==> run_1/met1.png <==
(4 px per um) Supply wires on this layer in grey.
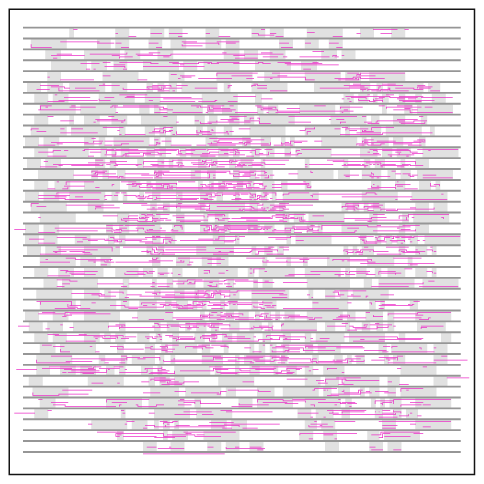
==> run_1/registers.png <==
(4 px per um)
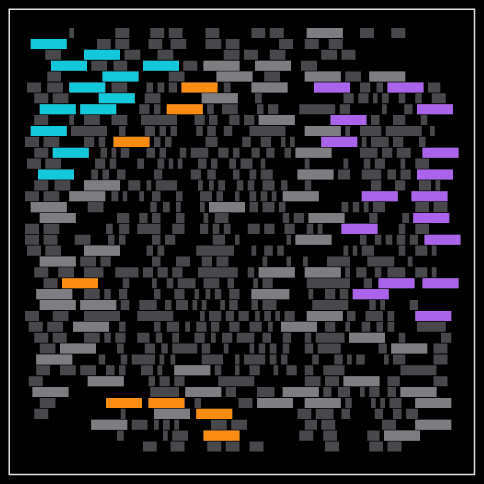
==> run_1/final_congestion.png <==
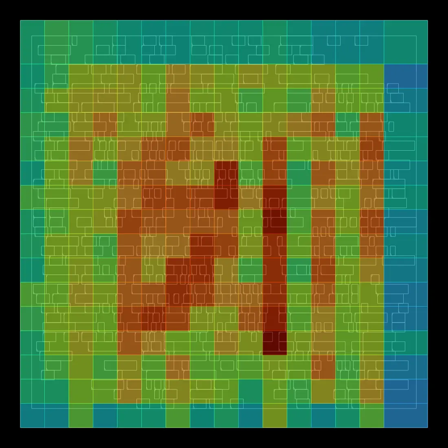
==> run_1/met4.png <==
(4 px per um) Supply wires on this layer in grey.
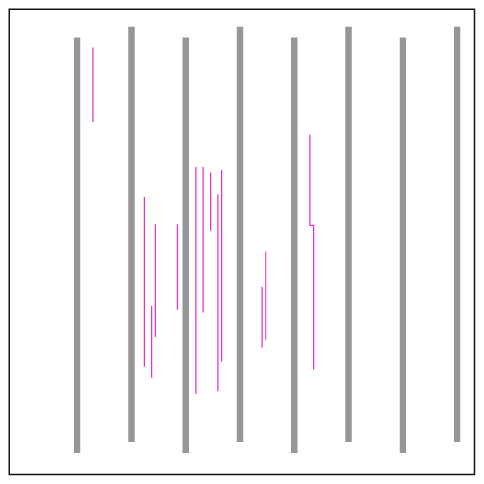
[src/rtl/irig_time_msg_sender.sv]
// ---------------------------------------------------------------------------
// irig_time_msg_sender
//
// Purpose:
//   Sits between the IRIG-B decoder and the UART transmitter. On every
//   accepted decoded-frame strobe it snapshots the BCD time fields and
//   streams the ASCII message "TIME:20YY-DDDday-HH:MM:SS" (optionally
//   followed by CR LF) one byte per paced strobe. Frames that arrive while
//   a message is still in flight are dropped and counted.
//
// Parameters:
//   BYTE_GAP    - clock cycles between successive tx_valid strobes (2..65535)
//   APPEND_CRLF - 1: 27-byte message ending in CR LF, 0: 25-byte message
//
// Ports:
//   clk         in   system clock
//   rst         in   asynchronous active-high reset
//   frame_valid in   single-cycle pulse, time fields valid this cycle
//   year_bcd    in   [7:0]  {tens, units}
//   day_bcd     in   [11:0] {hundreds, tens, units}, day-of-year
//   hour_bcd    in   [7:0]  {tens, units}
//   min_bcd     in   [7:0]  {tens, units}
//   sec_bcd     in   [7:0]  {tens, units}
//   tx_data     out  [7:0]  ASCII byte, qualified by tx_valid
//   tx_valid    out  single-cycle byte strobe
//   busy        out  message in progress
//   done        out  single-cycle pulse when a message completes
//   drop_cnt    out  [7:0]  saturating count of dropped frames
// ---------------------------------------------------------------------------
module irig_time_msg_sender #(
  parameter int unsigned BYTE_GAP    = 60000,
  parameter int unsigned APPEND_CRLF = 1
) (
  input  logic        clk,
  input  logic        rst,
  input  logic        frame_valid,
  input  logic [7:0]  year_bcd,
  input  logic [11:0] day_bcd,
  input  logic [7:0]  hour_bcd,
  input  logic [7:0]  min_bcd,
  input  logic [7:0]  sec_bcd,
  output logic [7:0]  tx_data,
  output logic        tx_valid,
  output logic        busy,
  output logic        done,
  output logic [7:0]  drop_cnt
);

  // Index of the final byte of the message.
  localparam logic [4:0]  LAST_IDX = (APPEND_CRLF != 0) ? 5'd26 : 5'd24;
  // The gap counter runs 0..GAP_TC; together with the SEND cycle this
  // spaces strobes exactly BYTE_GAP cycles apart.
  localparam logic [15:0] GAP_TC   = 16'(BYTE_GAP - 2);

  typedef enum logic [1:0] {
    IDLE = 2'd0,
    SEND = 2'd1,
    GAP  = 2'd2
  } state_t;

  // -------------------------------------------------------------------------
  // Helpers
  // -------------------------------------------------------------------------

  // One BCD digit to ASCII; non-decimal nibbles become '?'.
  function automatic logic [7:0] bcd_ascii(input logic [3:0] digit);
    logic [7:0] res;
    if (digit <= 4'd9) begin
      res = 8'h30 + {4'h0, digit};
    end else begin
      res = 8'h3F;
    end
    return res;
  endfunction

  // Message byte at position idx, built from the given time fields.
  function automatic logic [7:0] msg_byte(
    input logic [4:0]  idx,
    input logic [7:0]  yy,
    input logic [11:0] ddd,
    input logic [7:0]  hh,
    input logic [7:0]  mm,
    input logic [7:0]  ss
  );
    logic [7:0] res;
    case (idx)
      5'd0:    res = 8'h54;              // 'T'
      5'd1:    res = 8'h49;              // 'I'
      5'd2:    res = 8'h4D;              // 'M'
      5'd3:    res = 8'h45;              // 'E'
      5'd4:    res = 8'h3A;              // ':'
      5'd5:    res = 8'h32;              // '2'
      5'd6:    res = 8'h30;              // '0'
      5'd7:    res = bcd_ascii(yy[7:4]);
      5'd8:    res = bcd_ascii(yy[3:0]);
      5'd9:    res = 8'h2D;              // '-'
      5'd10:   res = bcd_ascii(ddd[11:8]);
      5'd11:   res = bcd_ascii(ddd[7:4]);
      5'd12:   res = bcd_ascii(ddd[3:0]);
      5'd13:   res = 8'h64;              // 'd'
      5'd14:   res = 8'h61;              // 'a'
      5'd15:   res = 8'h79;              // 'y'
      5'd16:   res = 8'h2D;              // '-'
      5'd17:   res = bcd_ascii(hh[7:4]);
      5'd18:   res = bcd_ascii(hh[3:0]);
      5'd19:   res = 8'h3A;              // ':'
      5'd20:   res = bcd_ascii(mm[7:4]);
      5'd21:   res = bcd_ascii(mm[3:0]);
      5'd22:   res = 8'h3A;              // ':'
      5'd23:   res = bcd_ascii(ss[7:4]);
      5'd24:   res = bcd_ascii(ss[3:0]);
      5'd25:   res = 8'h0D;              // CR
      5'd26:   res = 8'h0A;              // LF
      default: res = 8'h00;
    endcase
    return res;
  endfunction

  // -------------------------------------------------------------------------
  // State
  // -------------------------------------------------------------------------
  state_t      state_q;
  logic [4:0]  idx_q;
  logic [15:0] gap_q;
  logic [7:0]  year_q;
  logic [11:0] day_q;
  logic [7:0]  hour_q;
  logic [7:0]  min_q;
  logic [7:0]  sec_q;
  logic [7:0]  tx_data_q;
  logic        tx_valid_q;
  logic        busy_q;
  logic        done_q;
  logic [7:0]  drop_q;

  logic        accept_d;
  logic        overrun_d;
  logic        gap_tc_d;
  logic        last_d;
  logic [4:0]  idx_d;
  logic [7:0]  byte_d;

  // Frame acceptance, overrun detection and the byte for the next strobe.
  always_comb begin
    // The done cycle still counts as occupied, so a frame there is dropped.
    accept_d  = (state_q == IDLE) && frame_valid && !done_q;
    overrun_d = frame_valid && (busy_q || done_q);
    gap_tc_d  = (gap_q == GAP_TC);
    last_d    = (idx_q == LAST_IDX);
    // The first byte is produced in the same edge that takes the snapshot,
    // so it is built from the live inputs; later bytes use the snapshot.
    if (accept_d) begin
      idx_d  = 5'd0;
      byte_d = msg_byte(5'd0, year_bcd, day_bcd, hour_bcd, min_bcd, sec_bcd);
    end else begin
      idx_d  = idx_q + 5'd1;
      byte_d = msg_byte(idx_d, year_q, day_q, hour_q, min_q, sec_q);
    end
  end

  // Sequencer FSM with registered outputs and the drop counter.
  always_ff @(posedge clk or posedge rst) begin
    if (rst) begin
      state_q    <= IDLE;
      idx_q      <= 5'd0;
      gap_q      <= 16'd0;
      year_q     <= 8'h00;
      day_q      <= 12'h000;
      hour_q     <= 8'h00;
      min_q      <= 8'h00;
      sec_q      <= 8'h00;
      tx_data_q  <= 8'h00;
      tx_valid_q <= 1'b0;
      busy_q     <= 1'b0;
      done_q     <= 1'b0;
      drop_q     <= 8'h00;
    end else begin
      tx_valid_q <= 1'b0;
      done_q     <= 1'b0;

      if (overrun_d && (drop_q != 8'hFF)) begin
        drop_q <= drop_q + 8'd1;
      end

      case (state_q)
        IDLE: begin
          if (accept_d) begin
            year_q     <= year_bcd;
            day_q      <= day_bcd;
            hour_q     <= hour_bcd;
            min_q      <= min_bcd;
            sec_q      <= sec_bcd;
            idx_q      <= idx_d;
            tx_data_q  <= byte_d;
            tx_valid_q <= 1'b1;
            busy_q     <= 1'b1;
            state_q    <= SEND;
          end
        end

        // tx_valid is high during this single cycle.
        SEND: begin
          gap_q   <= 16'd0;
          state_q <= GAP;
        end

        GAP: begin
          if (gap_tc_d) begin
            if (last_d) begin
              done_q  <= 1'b1;
              busy_q  <= 1'b0;
              state_q <= IDLE;
            end else begin
              idx_q      <= idx_d;
              tx_data_q  <= byte_d;
              tx_valid_q <= 1'b1;
              state_q    <= SEND;
            end
          end else begin
            gap_q <= gap_q + 16'd1;
          end
        end

        default: begin
          busy_q  <= 1'b0;
          state_q <= IDLE;
        end
      endcase
    end
  end

  assign tx_data  = tx_data_q;
  assign tx_valid = tx_valid_q;
  assign busy     = busy_q;
  assign done     = done_q;
  assign drop_cnt = drop_q;

endmodule

[config.mk]
export PLATFORM = sky130hd
export DESIGN_NAME = irig_time_msg_sender
export DESIGN_NICKNAME = d
export VERILOG_FILES = /design/src/rtl/irig_time_msg_sender.sv
export SDC_FILE = /design/constraint.sdc
export NUM_CORES = 1
export LEC_CHECK = 0
export CAP_MARGIN = 40
export CELL_PAD_IN_SITES_DETAIL_PLACEMENT = 1
export CELL_PAD_IN_SITES_GLOBAL_PLACEMENT = 1
export CORE_MARGIN = 3
export CORE_UTILIZATION = 39
export CTS_CLUSTER_SIZE = 24
export DETAILED_ROUTE_END_ITERATION = 16
export PLACE_DENSITY_LB_ADDON = 0.1
export SETUP_SLACK_MARGIN = 0.4
export SLEW_MARGIN = 40
export SYNTH_ARGS = -nofsm -noshare
export SYNTH_HDL_FRONTEND = slang
export SYNTH_SLANG_ARGS = --single-unit
[constraint.sdc]
create_clock -name clk -period 2.7 [get_ports clk]
set_input_delay 0.675 -clock clk [delete_from_list [all_inputs] [get_ports clk]]
set_output_delay 0.675 -clock clk [all_outputs]
set_load 0.02 [all_outputs]
==> run summary, run 1 <==
flow finished, numbers: CTS Hold Bufs=0, placed inst area=5630 um2, reg-to-reg endpoint=gap_q[8], FFs w/ async S/R, synth=1.00, Tot Pwr=4.91 mW, CP top delay family=simple AND/OR/NAND/NOR gates, first-pass GRT wire length=22,400 um, Inst Count DP=677, CP Data Required Time=2.96 ns, combinational power=1.47 mW, Sink Count=between 80 and 90, nature of the critical path startpoint=register, Nets=603, Largest regs=gap_q (16), day_q (12), DRT Pass-1 Iters=4, Yosys reg bits=85, sequential area share after synthesis=0.451, status=finished, final reports clean, GR Overflow Total=0, Int Pwr=3.23 mW, Core Region=11,600 um2, Clock net power=1.26 mW, net count entering floorplan=525, Seq pwr share=0.444, count leader, synth=dfrtp_1, CTS tree=built, Placement Rows=39, synthesized area=4710 um2, Sw Pwr=1.68 mW, Resize count post-CTS=2, Clock Tree Buf Depth=2, Worst Hold Launch=drop_cnt[7], Setup crit end kind=register
Notes on met1.png above:
share of all routed wire	43%
nets with wire on the layer	543
longest straight run	28.1 um
wire length on this layer	5,800 um
M1 GR Usage: 0.268
via count: 4,016
final wirelength: 13,500 um

Notes on registers.png above:
colour	name in the netlist	sequential cells
orange	min_q	8
purple	gap_q	16
cyan	day_q	12

Notes on final_congestion.png above:
GRT Max-Usage Layer: met2
Finished Core Util: 0.519
grt met2 use: 0.355
met3 Usage GRT: 0.0564
Wirelength per Cell: 19.4 um

Notes on met4.png above:
wire length on this layer	427 um
share of all routed wire	3.2%

-- run 1: per-layer routing --
metal	global-route usage	vias up
li1	-	1909
met2	0.355	100
met4	0.0758	0
met3	0.0564	29
met1	0.268	1978
met5	0	-
-- run 1: worst max path at each step --
stage	end	slack, ns
after floorplan	tx_data[4]	0.58
after global placement	idx_q[1]	0.28
after detailed placement	idx_q[1]	0.27
after CTS	tx_data[1]	0.40
after global routing	tx_data[3]	0.40
final	gap_q[8]	0.50
-- run 1: logic make-up after synthesis --
logic type               Yosys count  synth area share
other                              1          0.000796
flip-flops                        85             0.451
AND/OR/NAND/NOR                  137             0.161
adder cells (fa/ha/maj)            8            0.0212
AND-OR/OR-AND                    145             0.198
buffers and inverters             35            0.0324
XOR/XNOR                          15            0.0311
multiplexers                      44             0.105
==> run 1 -> run 2 <==
==> constraint.sdc (replaced) <==
create_clock -name clk -period 1.85 [get_ports clk]
set_input_delay 0.4625 -clock clk [delete_from_list [all_inputs] [get_ports clk]]
set_output_delay 0.4625 -clock clk [all_outputs]
set_load 0.02 [all_outputs]
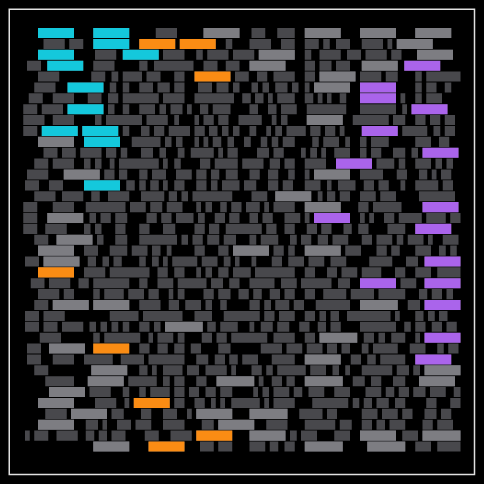
(run_2/registers.png)
(4 px per um)
P_seq: 3.30 mW
Seq area share: 0.266
Finished Core Util: 0.693

==> run 2 against run 1 <==
The run now ends with negative setup slack left. First-iteration DRC count up 67%. Final cell count up 19%. Clock skew up 0.0062 ns. Maximum frequency down 6.7%.
==> run summary, run 2 <==
flow finished, numbers: status=finished with violations, violated checks=negative setup slack, combinational power=4.58 mW (+210%), net count entering floorplan=525 (unchanged), Inst Count DP=750 (+11%), reg-to-reg endpoint=tx_data[0], worst setup path end=tx_data[0], CP Data Required Time=2.07 ns (-0.89 ns), DRT Pass-1 Iters=5 (+1), nature of the critical path startpoint=register, grt met2 use=0.522 (+0.168), MUX share of area=0.105 (unchanged), FFs w/ async S/R, synth=1.00 (unchanged), Placement Rows=39 (unchanged), final worst-path setup slack=-0.508 ns, Top logic family=AND-OR/OR-AND gates, synthesized area=4710 um2 (unchanged), Final setup viols=24, Int Pwr=6.22 mW (+93%), Seq pwr share=0.336 (-0.108), GR Overflow Total=0 (unchanged), sequential area share after synthesis=0.451 (unchanged)
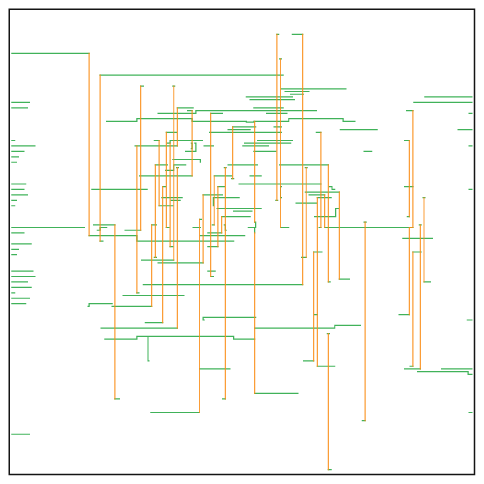
(run_2/metal_stack.png)
(4 px per um) Only two layers are drawn.
colour	layer	wire length
green	met3	1,050 um
orange	met4	1,290 um
final wirelength: 22,300 um
via count: 5,072
Wirelength per Cell: 26.8 um
GRT Total Usage: 0.300

## run 2: cell types whose count changed in the layout (fill, tap and decap cells not counted), sizes merged
cell,delta
clkinvlp,-2
dlygate4sd2,+1
inv,-1
clkdlybuf4s50,-19
clkinv,+2
clkbuf,+2
buf,+152
## run 2: area by class of cell
class | instances | area (um2)
fill | 1177 | 3570
multi-input combinational | 350 | 3210
sequential | 85 | 2140
timing repair buffer | 220 | 2140
clock buffer | 12 | 267
tap | 143 | 179
inverter | 17 | 72.6
clock inverter | 4 | 45.0
## run 2: what timing repair did
item                                   CTS  global route
setup endpoints to repair              102            88
pin swaps                               43            45
buffers inserted                        37            22
endpoints found under the hold margin    0             0
resized                                166            76
cloned                                   5             1
Power is estimated from default activity; no workload was simulated.
